$ cat config.mk
export PLATFORM = sky130hd
export DESIGN_NAME = dest_reg_scoreboard
export DESIGN_NICKNAME = d
export VERILOG_FILES = /design/src/rtl/dest_reg_scoreboard.sv
export SDC_FILE = /design/constraint.sdc
export NUM_CORES = 1
export LEC_CHECK = 0
export ABC_AREA = 1
export CORE_MARGIN = 3
export CORE_UTILIZATION = 60
export DETAILED_ROUTE_END_ITERATION = 8
export PLACE_DENSITY_LB_ADDON = 0.15
export SLEW_MARGIN = 20
export SYNTH_ARGS = -nofsm -noshare
export SYNTH_HDL_FRONTEND = slang
export SYNTH_SLANG_ARGS = --single-unit
$ cat constraint.sdc
create_clock -name clk -period 13.8 [get_ports clk]
set_input_delay 4.14 -clock clk [delete_from_list [all_inputs] [get_ports clk]]
set_output_delay 4.14 -clock clk [all_outputs]
set_load 0.1 [all_outputs]
$ cat src/rtl/dest_reg_scoreboard.sv
// Destination-register scoreboard for the ID stage.
// Keeps one small counter of in-flight writes per architectural register.
// Raises a combinational stall when the presented instruction reads a busy
// register or would push its destination counter past the maximum.
module dest_reg_scoreboard #(
  parameter int REG_BITS  = 5,
  parameter int NREGS     = 32,
  parameter int CNT_BITS  = 2,
  parameter int WB_BYPASS = 1
) (
  input  logic                clk,
  input  logic                rst,
  input  logic                issue_valid,
  input  logic                issue_we,
  input  logic [REG_BITS-1:0] issue_dst,
  input  logic [REG_BITS-1:0] src1,
  input  logic [REG_BITS-1:0] src2,
  input  logic                wb_valid,
  input  logic [REG_BITS-1:0] wb_dst,
  output logic                src1_busy,
  output logic                src2_busy,
  output logic                stall,
  output logic [NREGS-1:0]    busy_vec,
  output logic                ovf_err,
  output logic                unf_err
);

  localparam logic [CNT_BITS-1:0] CNT_MAX  = {CNT_BITS{1'b1}};
  localparam logic [CNT_BITS-1:0] CNT_ONE  = CNT_BITS'(1);
  localparam logic [CNT_BITS-1:0] CNT_ZERO = '0;
  localparam logic                BYPASS_EN = (WB_BYPASS != 0);

  // Current count per register; entry 0 is tied to zero.
  logic [CNT_BITS-1:0] cnt_arr [NREGS];

  // Per-register error events for this cycle, reduced into the sticky flags.
  logic [NREGS-1:0] ovf_hit;
  logic [NREGS-1:0] unf_hit;

  logic dst_full;
  logic fire_cand;
  logic src1_hit;
  logic src2_hit;
  logic issue_fire;

  // Hazard evaluation. The bypass exclusion uses the issue candidate without
  // its source-busy terms; using the final issue_fire there would form a
  // combinational loop with no stable solution when an instruction reads and
  // writes the same retiring register. That case stalls for one cycle.
  always_comb begin
    dst_full  = issue_we && (issue_dst != '0) && (cnt_arr[issue_dst] == CNT_MAX);
    fire_cand = issue_valid && issue_we && (issue_dst != '0) && !dst_full;

    src1_hit = BYPASS_EN && wb_valid && (wb_dst == src1) &&
               (cnt_arr[src1] == CNT_ONE) && !(fire_cand && (issue_dst == src1));
    src2_hit = BYPASS_EN && wb_valid && (wb_dst == src2) &&
               (cnt_arr[src2] == CNT_ONE) && !(fire_cand && (issue_dst == src2));

    src1_busy = !rst && (src1 != '0) && (cnt_arr[src1] != CNT_ZERO) && !src1_hit;
    src2_busy = !rst && (src2 != '0) && (cnt_arr[src2] != CNT_ZERO) && !src2_hit;

    stall      = !rst && issue_valid && (src1_busy || src2_busy || dst_full);
    issue_fire = issue_valid && issue_we && (issue_dst != '0) && !stall;
  end

  genvar gi;
  generate
    for (gi = 0; gi < NREGS; gi++) begin : g_reg
      if (gi == 0) begin : g_zero
        // Register 0 is hardwired and never tracked.
        assign cnt_arr[gi] = CNT_ZERO;
        assign ovf_hit[gi] = 1'b0;
        assign unf_hit[gi] = 1'b0;
      end else begin : g_cnt
        logic                inc;
        logic                dec;
        logic [CNT_BITS-1:0] cnt_reg;

        assign inc = issue_fire && (issue_dst == REG_BITS'(gi));
        assign dec = wb_valid && (wb_dst == REG_BITS'(gi));

        // Saturating up/down counter; simultaneous inc and dec cancel.
        always_ff @(posedge clk or posedge rst) begin
          if (rst) begin
            cnt_reg <= CNT_ZERO;
          end else begin
            case ({inc, dec})
              2'b10:   if (cnt_reg != CNT_MAX)  cnt_reg <= cnt_reg + CNT_ONE;
              2'b01:   if (cnt_reg != CNT_ZERO) cnt_reg <= cnt_reg - CNT_ONE;
              default: cnt_reg <= cnt_reg;
            endcase
          end
        end

        assign cnt_arr[gi] = cnt_reg;
        assign ovf_hit[gi] = inc && !dec && (cnt_reg == CNT_MAX);
        assign unf_hit[gi] = dec && !inc && (cnt_reg == CNT_ZERO);
      end

      assign busy_vec[gi] = (cnt_arr[gi] != CNT_ZERO);
    end
  endgenerate

  // Sticky error flags, cleared only by reset.
  always_ff @(posedge clk or posedge rst) begin
    if (rst) begin
      ovf_err <= 1'b0;
      unf_err <= 1'b0;
    end else begin
      if (|ovf_hit) ovf_err <= 1'b1;
      if (|unf_hit) unf_err <= 1'b1;
    end
  end

endmodule

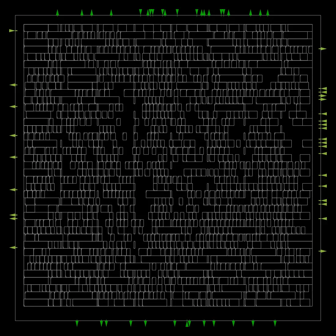
**Above:** run 1 (cell outlines without signal wires).
area of the core: 11500 um2
Core Util, Final: 0.693
sequential cell area share: 0.201

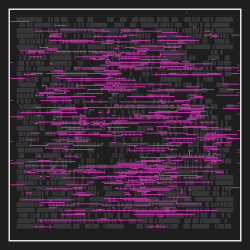
**Above:** run 1 (the metal 3 layer).
Scale: 2 px per um.
The layer carries 3880 um of wire. 255 nets have wire on it. The wires run mostly horizontal. The longest straight run is 62.6 um. The layer holds 13% of the routed length.

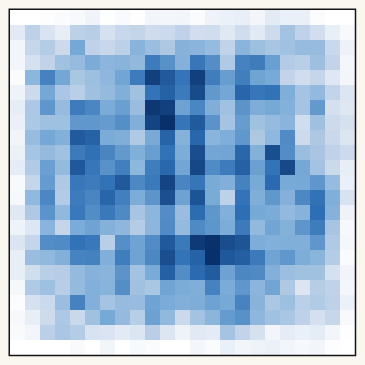
**Above:** run 1 (wiring heat map).
Scale: 3 px per um. The die is cut into 23 by 23 equal tiles; white is low, dark blue is high, scaled to the fullest tile. Values are wire area over tile area, all layers added.
The mean over all tiles is 0.40. The fullest tile reaches 0.97. 35% of the tiles are over half the peak.

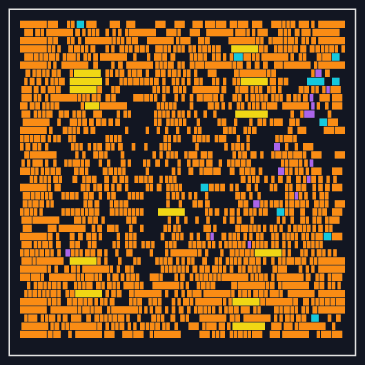
**Above:** run 1 (drive-strength map).
Scale: 3 px per um.
Key: orange = _0 and _1 cells [cells 1294]; cyan = _3 and _4 cells [cells 10]; purple = _2 cells [cells 14]; yellow = _6 and larger [cells 13]

-- run 1: per-layer routing --
| layer | global-route usage | vias up | share of wire |
|---|---|---|---|
| li1 | - | 4210 | - |
| met5 | 0 | - | 0 |
| met3 | 0.103 | 176 | 0.13 |
| met1 | 0.566 | 4020 | 0.36 |
| met2 | 0.666 | 736 | 0.42 |
| met4 | 0.296 | 0 | 0.084 |
-- run 1: placed cells by master (no fill, tap or decap), types with 13 or more instances in the layout --
master and n:
nand2_1 425, nand3_1 186, inv_1 178, nor2_1 153
o21ai_0 96, dfrtp_1 64, clkdlybuf4s50_1 59, nand4_1 35
a21oi_1 24, xnor2_1 13
-- run 1: kinds of logic (layout without fill, tap and decap cells) --
family,after synthesis,count (layout),share of synthesized area
AND-OR/OR-AND,157,157,0.122
XOR/XNOR,25,25,0.0308
buffers and inverters,246,272,0.145
flip-flops,64,64,0.225
other,1,1,0.000527
AND/OR/NAND/NOR,812,812,0.477
-- run 1: through the flow --
stage | std cells | util
global placement | 1458 | 0.663
CTS | 1474 | 0.693
finish | 1474 | 0.693
global route | 1474 | 0.693
detailed placement | 1458 | 0.663
floorplan | 1305 | -
-- run 1: worst paths after layout --
kind | start | end | slack (ns) | depth (start not counted)
max in group asynchronous | rst | g_reg[29].g_cnt.cnt_reg[0] | 8.54 | 3
worst min-delay path | g_reg[24].g_cnt.cnt_reg[1] | g_reg[24].g_cnt.cnt_reg[1] | 0.57 | 2
worst max-delay path | issue_dst[1] | src1_busy | 1.65 | 15
worst max register to register | g_reg[16].g_cnt.cnt_reg[0] | unf_err | 9.44 | 22
worst min register to register | g_reg[24].g_cnt.cnt_reg[1] | g_reg[24].g_cnt.cnt_reg[1] | 0.57 | 2
min in group asynchronous | rst | g_reg[10].g_cnt.cnt_reg[0] | 4.28 | 2
-- run 1: power breakdown --
group / internal, uW / switching, uW
sequential: 248 / 125
clock: 181 / 93.9
combinational: 188 / 592
-- run 1: critical path, delay by kind of cell --
family	cells	cell delay (ns)
and+or+nand+nor	10	1.25
buffers and inverters	5	2.61
-- run 1: area by class of cell --
class,count,area (um2),area share
tap,143,179,0.0224
sequential,64,1600,0.201
timing repair buffer,67,651,0.0815
clock buffer,11,243,0.0304
multi-input combinational,995,4500,0.563
inverter,189,709,0.0889
clock inverter,5,104,0.0130
==> summary.txt, run 1 <==
run results: status=completed, max-cap violations=0, number of buffers created by CTS=9, Async SR Flop Fraction=1.00, Worst-path clk slew=0.06 ns, crit path time final=12.15 ns, worst path arrival time=8.01 ns, number of OpenROAD warnings=26, die height=115 um, initial antenna violation count=0, Fin Hold WS=0.569 ns, synth warn=0, total gr overflow=0, yosys cell count=1305, Fill cells=1086, Hold Vio Cnt, Final=0, GPL Wtd Cong=1.10, pwr/cell area=179 nW/um2, commonest cells in the synthesized netlist=nand2_1 (425), nand3_1 (186), inv_1 (179), clk root buf=clkbuf_16, Die X=115 um, die area=13200 um2, Unique masters post-synth=34, cts repair resizes=0, synthesized area per cell=5.46 um2, DR vias/cell=6.20, post-CTS setup buffers=0, area share of the largest cell type after synthesis=0.225, number of flip-flops in the largest register=62, Post-DP Area=7640 um2, number of synthesized flops with an enable pin=0, Residual DRC=0, clock sinks=64, Crit path top cell by count=nand2_1, CP max-delay cell=clkdlybuf4s50_1
## Run 2: what changed since run 1
HOLD_SLACK_MARGIN = 0.06   (was not set)
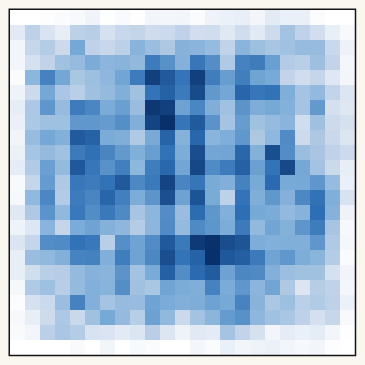
**Above:** run 2 (wiring heat map).
Scale: 3 px per um. The die is cut into 23 by 23 equal tiles; white is low, dark blue is high, scaled to the fullest tile. Values are wire area over tile area, all layers added.
The mean over all tiles is 0.40. 3.8% of the tiles are nearly empty. The densest ninth of the die: center. 35% of the tiles are over half the peak. The fullest tile reaches 0.97.

==> run 2 against run 1 <==
  * Clock-buffer cell count did not move
  * Critical path type unchanged
  * Largest power group unchanged
  * Critical path depth unchanged
  * Largest cell class unchanged
  * Sequential power barely moved
  * Combinational power barely moved
  * Design area unchanged
  * Clock skew stayed put
==> summary.txt, run 2 <==
run results: initial antenna violation count=0 (unchanged), cts repair resizes=0 (unchanged), DR vias/cell=6.20 (unchanged), buffer and inverter count on the worst path=5 (unchanged), total gr overflow=0 (unchanged), yosys cell count=1305 (unchanged), hold path depth=2 (unchanged), clock sinks=64 (unchanged), logic area=4500 um2 (unchanged), Worst-path clk slew=0.06 ns (about the same), worst-case reg-to-reg path depth=22 (unchanged), post-CTS setup buffers=0 (unchanged), Async SR Flop Fraction=1.00 (unchanged), Hold Vio Cnt, Final=0 (unchanged), worst path arrival time=8.01 ns (about the same), area of the core=11500 um2 (unchanged), synthesized area per cell=5.46 um2 (unchanged), Post-DP Area=7640 um2 (unchanged), status=completed, most used logic cell in the final layout=nand2_1, commonest cells in the synthesized netlist=nand2_1 (425), nand3_1 (186), inv_1 (179), Core Util, Final=0.693 (unchanged), number of OpenROAD warnings=26 (unchanged), number of buffers created by CTS=9 (unchanged), area share of the largest cell type after synthesis=0.225 (unchanged), Reg area=1600 um2 (unchanged), CP max-delay cell=clkdlybuf4s50_1, Residual DRC=0 (unchanged), Fill cells=1086 (unchanged), die area=13200 um2 (unchanged), most frequent cells in the layout=nand2_1 (425), nand3_1 (186), inv_1 (178), Top Family by Delay on Critical Path=buffers and inverters, Crit path top cell by count=nand2_1, Unique masters post-synth=34 (unchanged)
run 2: cell counts in the layout (fill, tap and decap cells not counted):
No cell type changed its count.
run 2: cell families (layout without fill, tap and decap cells):
group | count (synthesis) | in the layout | share of synthesized area
other | 1 | 1 | 0.000527
xor gates and xnor gates | 25 | 25 | 0.0308
DFF | 64 | 64 | 0.225
and+or+nand+nor | 812 | 812 | 0.477
AOI/OAI and AO/OA | 157 | 157 | 0.122
buffers and inverters | 246 | 272 | 0.145
run 2: path summary, 6_finish.rpt:
check                      slack, ns                        from                          to
setup / recovery                1.65                issue_dst[1]                   src1_busy
hold / removal                  0.57  g_reg[24].g_cnt.cnt_reg[1]  g_reg[24].g_cnt.cnt_reg[1]
setup reg to reg                9.44  g_reg[16].g_cnt.cnt_reg[0]                     unf_err
hold reg to reg                 0.57  g_reg[24].g_cnt.cnt_reg[1]  g_reg[24].g_cnt.cnt_reg[1]
max in group asynchronous       8.54                         rst  g_reg[29].g_cnt.cnt_reg[0]
min in group asynchronous       4.28                         rst  g_reg[10].g_cnt.cnt_reg[0]
run 2: area by class of cell:
class | instances | area share
Clock buffer | 11 | 0.0304
Clock inverter | 5 | 0.0130
Inverter | 189 | 0.0889
Multi-Input combinational cell | 995 | 0.563
Sequential cell | 64 | 0.201
Tap cell | 143 | 0.0224
Timing Repair Buffer | 67 | 0.0815
run 2: worst reg2reg max path, delay by kind of cell (launching register included):
kind,cells,cell delay (ns)
DFF,1,0.45
AOI/OAI and AO/OA,2,1.13
and+or+nand+nor,17,2.02
buffers and inverters,3,0.65
run 2: metrics by stage:
stage               setup WS (ns)  hold slack, ns  cells  power, uW
floorplan                    2.71           0.493   1305        929
global placement             1.80           0.531   1458       1130
detailed placement           1.82           0.541   1458       1140
CTS                          1.82           0.561   1474       1410
global route                 1.47           0.606   1474       1490
finish                       1.65           0.569   1474       1430
run 2: metal layers:
layer | part of all wire | global-route usage
met2 | 0.42 | 0.666
met4 | 0.084 | 0.296
met1 | 0.36 | 0.566
met3 | 0.13 | 0.103
met5 | 0 | 0
run 2: power by group:
group          total [uW]  leakage [uW]  internal (uW)  switching (uW)
Clock                 275      0.000170            181            93.9
Combinational         780       0.00309            188             592
Sequential            374      0.000793            248             125
Power figures rest on the tool's default switching activity, not on a simulated workload.
